## config.mk

```make
export PLATFORM = sky130hd
export DESIGN_NAME = rgb_led_arbiter
export DESIGN_NICKNAME = d
export VERILOG_FILES = /design/src/rtl/rgb_led_arbiter.sv
export SDC_FILE = /design/constraint.sdc
export NUM_CORES = 1
export LEC_CHECK = 0
export CORE_ASPECT_RATIO = 0.7
export CORE_MARGIN = 2
export CORE_UTILIZATION = 40
export CTS_CLUSTER_DIAMETER = 120
export DETAILED_ROUTE_END_ITERATION = 6
export HOLD_SLACK_MARGIN = 0.06
export PLACE_DENSITY_LB_ADDON = 0.25
export SLEW_MARGIN = 20
export SYNTH_ARGS = -nofsm -noshare
export SYNTH_HDL_FRONTEND = slang
export SYNTH_SLANG_ARGS = --single-unit
```

## constraint.sdc

```tcl
create_clock -name clk -period 7.9 [get_ports clk]
set_input_delay 0.79 -clock clk [delete_from_list [all_inputs] [get_ports clk]]
set_output_delay 0.79 -clock clk [all_outputs]
set_load 0.05 [all_outputs]
```

## src/rtl/rgb_led_arbiter.sv

```systemverilog
// Fixed-priority arbiter sharing one RGB LED between N_REQ status sources, with a minimum grant hold time.
// Optional macro RGB_ARB_HEARTBEAT_EN: blink IDLE_RGB while no source owns the LED.
module rgb_led_arbiter #(
  parameter int          N_REQ       = 4,
  parameter logic [30:0] HOLD_CYCLES = 31'd27_000_000,
  parameter logic [23:0] IDLE_RGB    = 24'h000010
) (
  input  logic                  clk,
  input  logic                  n_rst,
  input  logic [N_REQ-1:0]      req,
  input  logic [24*N_REQ-1:0]   req_rgb,
  input  logic [N_REQ-1:0]      req_blink,
  output logic [N_REQ-1:0]      grant,
  output logic [23:0]           rgb,
  output logic                  blink_en,
  output logic                  busy
);

  typedef enum logic [1:0] {
    IDLE,
    SHOW,
    LINGER
  } state_t;

`ifdef RGB_ARB_HEARTBEAT_EN
  localparam logic [23:0] IDLE_PAT   = IDLE_RGB;
  localparam logic        IDLE_BLINK = 1'b1;
`else
  // The heartbeat colour is masked off so the LED stays dark when nothing is requesting.
  localparam logic [23:0] IDLE_PAT   = IDLE_RGB & 24'h000000;
  localparam logic        IDLE_BLINK = 1'b0;
`endif

  localparam logic [N_REQ-1:0] ONE = {{(N_REQ-1){1'b0}}, 1'b1};

  state_t             r_state;
  state_t             w_nextState;
  logic [N_REQ-1:0]   r_grant;
  logic [N_REQ-1:0]   w_nextGrant;
  logic [23:0]        r_rgb;
  logic [23:0]        w_nextRgb;
  logic               r_blink;
  logic               w_nextBlink;
  logic               r_busy;
  logic [30:0]        r_holdCnt;
  logic [30:0]        w_nextHoldCnt;
  logic [30:0]        w_holdInc;
  logic               w_holdDone;
  logic               w_anyReq;
  logic               w_ownerReq;
  logic               w_higherReq;
  logic               w_rearb;
  logic [N_REQ-1:0]   w_lowGrant;
  logic [23:0]        w_lowRgb;
  logic               w_lowBlink;
  logic [23:0]        w_ownerRgb;
  logic               w_ownerBlink;

  assign w_anyReq    = |req;
  assign w_ownerReq  = |(req & r_grant);
  // For a one-hot grant, grant-1 masks exactly the higher-priority (lower-index) sources.
  assign w_higherReq = |(req & (r_grant - ONE));
  assign w_holdDone  = (r_holdCnt == HOLD_CYCLES);
  assign w_holdInc   = w_holdDone ? r_holdCnt : r_holdCnt + 31'd1;

  always_comb begin
    w_lowGrant = '0;
    w_lowRgb   = '0;
    w_lowBlink = 1'b0;
    for (int i = N_REQ - 1; i >= 0; i--) begin
      if (req[i]) begin
        w_lowGrant    = '0;
        w_lowGrant[i] = 1'b1;
        w_lowRgb      = req_rgb[24*i +: 24];
        w_lowBlink    = req_blink[i];
      end
    end
  end

  always_comb begin
    w_ownerRgb   = '0;
    w_ownerBlink = 1'b0;
    for (int i = 0; i < N_REQ; i++) begin
      if (r_grant[i]) begin
        w_ownerRgb   = req_rgb[24*i +: 24];
        w_ownerBlink = req_blink[i];
      end
    end
  end

  always_comb begin
    w_nextState   = r_state;
    w_nextGrant   = r_grant;
    w_nextRgb     = r_rgb;
    w_nextBlink   = r_blink;
    w_nextHoldCnt = w_holdInc;
    w_rearb       = 1'b0;

    case (r_state)
      IDLE: begin
        w_nextHoldCnt = '0;
        if (w_anyReq) begin
          w_nextState = SHOW;
          w_nextGrant = w_lowGrant;
          w_nextRgb   = w_lowRgb;
          w_nextBlink = w_lowBlink;
        end else begin
          w_nextGrant = '0;
          w_nextRgb   = IDLE_PAT;
          w_nextBlink = IDLE_BLINK;
        end
      end
      SHOW: begin
        if (w_holdDone && (!w_ownerReq || w_higherReq)) begin
          w_rearb = 1'b1;
        end else if (!w_ownerReq) begin
          w_nextState = LINGER;
        end else begin
          w_nextRgb   = w_ownerRgb;
          w_nextBlink = w_ownerBlink;
        end
      end
      LINGER: begin
        if (w_holdDone) begin
          w_rearb = 1'b1;
        end else if (w_ownerReq) begin
          w_nextState = SHOW;
          w_nextRgb   = w_ownerRgb;
          w_nextBlink = w_ownerBlink;
        end
      end
      default: begin
        w_nextState   = IDLE;
        w_nextGrant   = '0;
        w_nextRgb     = '0;
        w_nextBlink   = 1'b0;
        w_nextHoldCnt = '0;
      end
    endcase

    // Winning back the same owner keeps the running hold count.
    if (w_rearb) begin
      if (w_anyReq) begin
        w_nextState = SHOW;
        w_nextGrant = w_lowGrant;
        w_nextRgb   = w_lowRgb;
        w_nextBlink = w_lowBlink;
        if (w_lowGrant != r_grant) begin
          w_nextHoldCnt = '0;
        end
      end else begin
        w_nextState   = IDLE;
        w_nextGrant   = '0;
        w_nextRgb     = IDLE_PAT;
        w_nextBlink   = IDLE_BLINK;
        w_nextHoldCnt = '0;
      end
    end
  end

  always_ff @(posedge clk) begin
    if (!n_rst) begin
      r_state   <= IDLE;
      r_grant   <= '0;
      r_rgb     <= '0;
      r_blink   <= 1'b0;
      r_busy    <= 1'b0;
      r_holdCnt <= '0;
    end else begin
      r_state   <= w_nextState;
      r_grant   <= w_nextGrant;
      r_rgb     <= w_nextRgb;
      r_blink   <= w_nextBlink;
      r_busy    <= (w_nextState != IDLE);
      r_holdCnt <= w_nextHoldCnt;
    end
  end

  assign grant    = r_grant;
  assign rgb      = r_rgb;
  assign blink_en = r_blink;
  assign busy     = r_busy;

endmodule
```

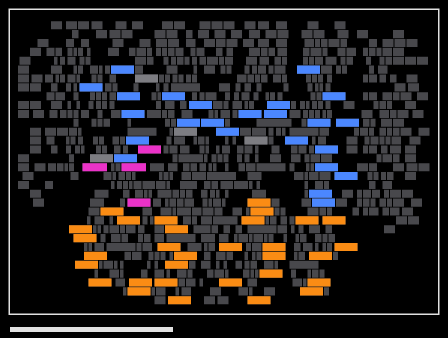
Fig. 1. Register map, names as in the netlist.
Scale bar: 50 um. Other sequential cells in the stronger grey, the rest of the logic in the fainter grey.
| name in the netlist | colour | flops |
|---|---|---|
| `r_holdCnt` | orange | 31 |
| `grant` | magenta | 4 |
| `rgb` | blue | 24 |
not coloured: 4
Core Util, Final: 56.7%
Seq group: 0.000374 W
register area: 0.00126 mm^2
flop share of the area: 20.2%

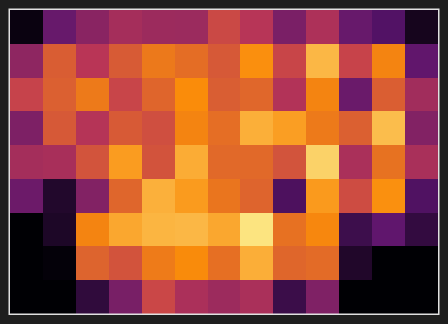
Fig. 2. Local utilization.
The die is cut into 13 by 9 equal tiles; black is low, pale yellow is high, 0 to 100% covered.
mean over tiles: 50%
nearly empty tiles: 8.5%
fullest tile: 94%
core area: 0.0110 mm^2
fp_density: 41.2%

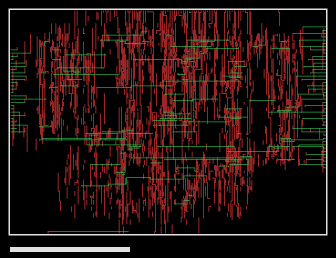
Fig. 3. Signal wires by layer.
Scale bar: 50 um. Two of the layers only.
| layer | colour | wire length |
|---|---|---|
| metal 3 | green | 1380 um |
| metal 2 | red | 6800 um |
drt total wl: 15.8 mm
wire per inst: 17.8 um
GRT Util Overall: 25.6%
routed vias: 5398

==> results.tsv <==
metric	value	unit
status	complete, no violations	
worst_hold_path.endpoint	rgb[23]	
whs_path_depth	2	
startpoint	req[2]	
synthFlopType	dfxtp_1	
leakagePower	2.14	nW
fmax	290	MHz
ir_drop	0.119	mV
chipArea	0.0122	mm^2
compound_area_share	33.8	%
grt_max_degree	58	
clock-sinks	63	
powerClk	0.000375	W
fp_nets	734	
start_kind	primary input	
power_leader	combinational logic	
fillCellCount	1006	
routed.top_layer	met4	
clock_path_buffers	2	
path_clk_slew	0.05	ns
hp-start	rgb[23]	
power_density	192	mW/mm^2
min_path_type	flop to flop	
antenna_cells	0	
placed_cell_area	0.00596	mm^2
min_period	3.45	ns
skew	0.00534	ns
syn_area	0.00453	mm^2
end_kind	flop	
tightest_slew	0.971	ns
die_h	93.1	um
worst_slack	4.45	ns
grt_pass1_vias	4931	
overflow	0	
antenna_found_initial	0	
postSynthCellCount	619	
syn_area_per_cell	7.33	um^2
period_used_share	43.6	%
pwr-share-seq	31.2	%
synth-adder-area-share	2.48	%
drtIter0Drc	659	
die_w	131	um
logic_area	0.00304	mm^2
dr.pass1.iters	5	
wl_met3	1.38	mm
avgViaCountPerCell	6.09	
crit_type	primary input to flop	
cts_tree	built	
area_growth_syn_to_layout	37.7	%
setup_viol	0	
post_cts_buffers	0	
met1_length	7.42	mm
finalMaxSlewViolations	0	
combinationalPower	0.000450	W
power.internal	0.000763	W
clock_power_share	31.3	%
place_congestion	0.909	
portBuffers	135	
final_hold_viol_count	0	
ys_cells	619	
worstRegToRegCells	7	
drc	0	
p_total	0.00120	W
ys_area	0.00453	mm^2
netlist_logic_family_top	AND-OR/OR-AND gates	
crit_end	rgb[4]	
yosysSeqAreaShare	27.8	%
edf_count	0	
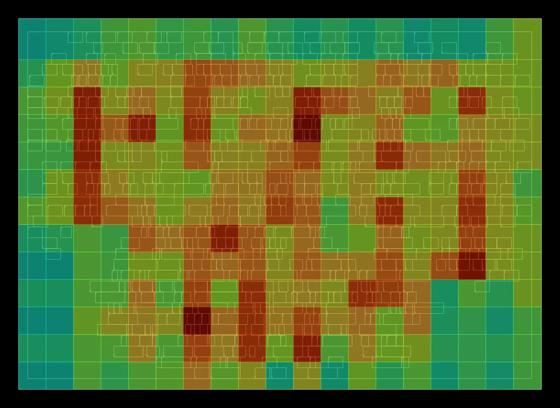
Fig. 4. Congestion heat map.
met1 track demand over resource: 36.6%
GRT busiest layer: met2
M2 GR Usage: 39.3%

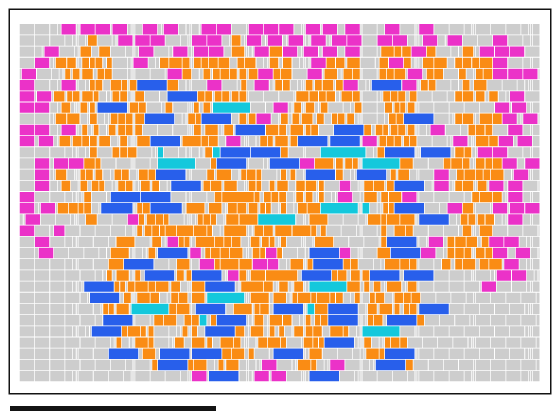
Fig. 5. Placement by cell class.
Scale bar: 50 um. Fill, decap, tap and diode cells in grey.
| class | colour | cells | share of their area |
|---|---|---|---|
| combinational and other logic | orange | 512 | 51% |
| remaining buffers and delay cells | magenta | 144 | 23% |
| sequential cells | blue | 63 | 21% |
| clock drivers and dummy loads | cyan | 15 | 4.6% |
design area: 0.00625 mm^2
row count: 32

==> sequential cells by signal, indices dropped and copies added (netlist names) <==
signal and count:
busy 1, grant 4, blink_en 1, rgb 24, r_state 2, r_holdCnt 31
==> layout by cell type (no fill, tap or decap), drive strengths merged, types with 4 or more instances in the layout <==
cell,count
o22ai,27
and4,4
nor4b,4
clkdlybuf4s50,135
buf,9
nor4,4
nor2,52
a21oi,73
a22oi,35
o21ai,62
clkbuf,10
and3,7
nor2b,24
inv,12
nand4,12
a221oi,18
clkinv,5
a31oi,7
xor2,15
nor3,22
nand2,42
xnor2,12
dfxtp,63
or3,6
nand3,29
ha,9
==> per-stage QoR <==
stage	instances	hold slack [ns]
6_report	887	0.474
3_3_place_gp	872	0.437
3_5_place_dp	872	0.447
4_1_cts	887	0.468
2_1_floorplan	619	0.470
5_1_grt	887	0.499
==> worst max-delay path, cell delays in order <==
cell             delay, ns
clkdlybuf4s50_1       0.48
buf_4                 0.38
nand2_1               0.09
nand3_1               0.22
o211ai_2              0.19
a31oi_4               0.46
or2_1                 0.74
o21ai_0               0.17
a31oi_1               0.18
==> cell type report <==
cell class,instances,share of cell area [%]
Clock buffer,10,3.67
Clock inverter,5,0.801
Inverter,13,0.781
Multi-Input combinational cell,499,48.7
Sequential cell,63,20.2
Tap cell,153,3.06
Timing Repair Buffer,144,22.7
==> cells in the mapped netlist, drive strengths merged, types with 18 or more instances <==
cell type,count,share of area [%]
nor3,22,2.5
nand2,42,3.5
a21oi,73,8.1
o21ai,62,7.1
clkbuf,35,2.9
dfxtp,63,28
a22oi,35,5.8
o22ai,27,3.7
nor2,52,4.3
nor2b,24,3.3
a221oi,18,3.5
nand3,29,3.2
Power and IR drop assume default switching activity.
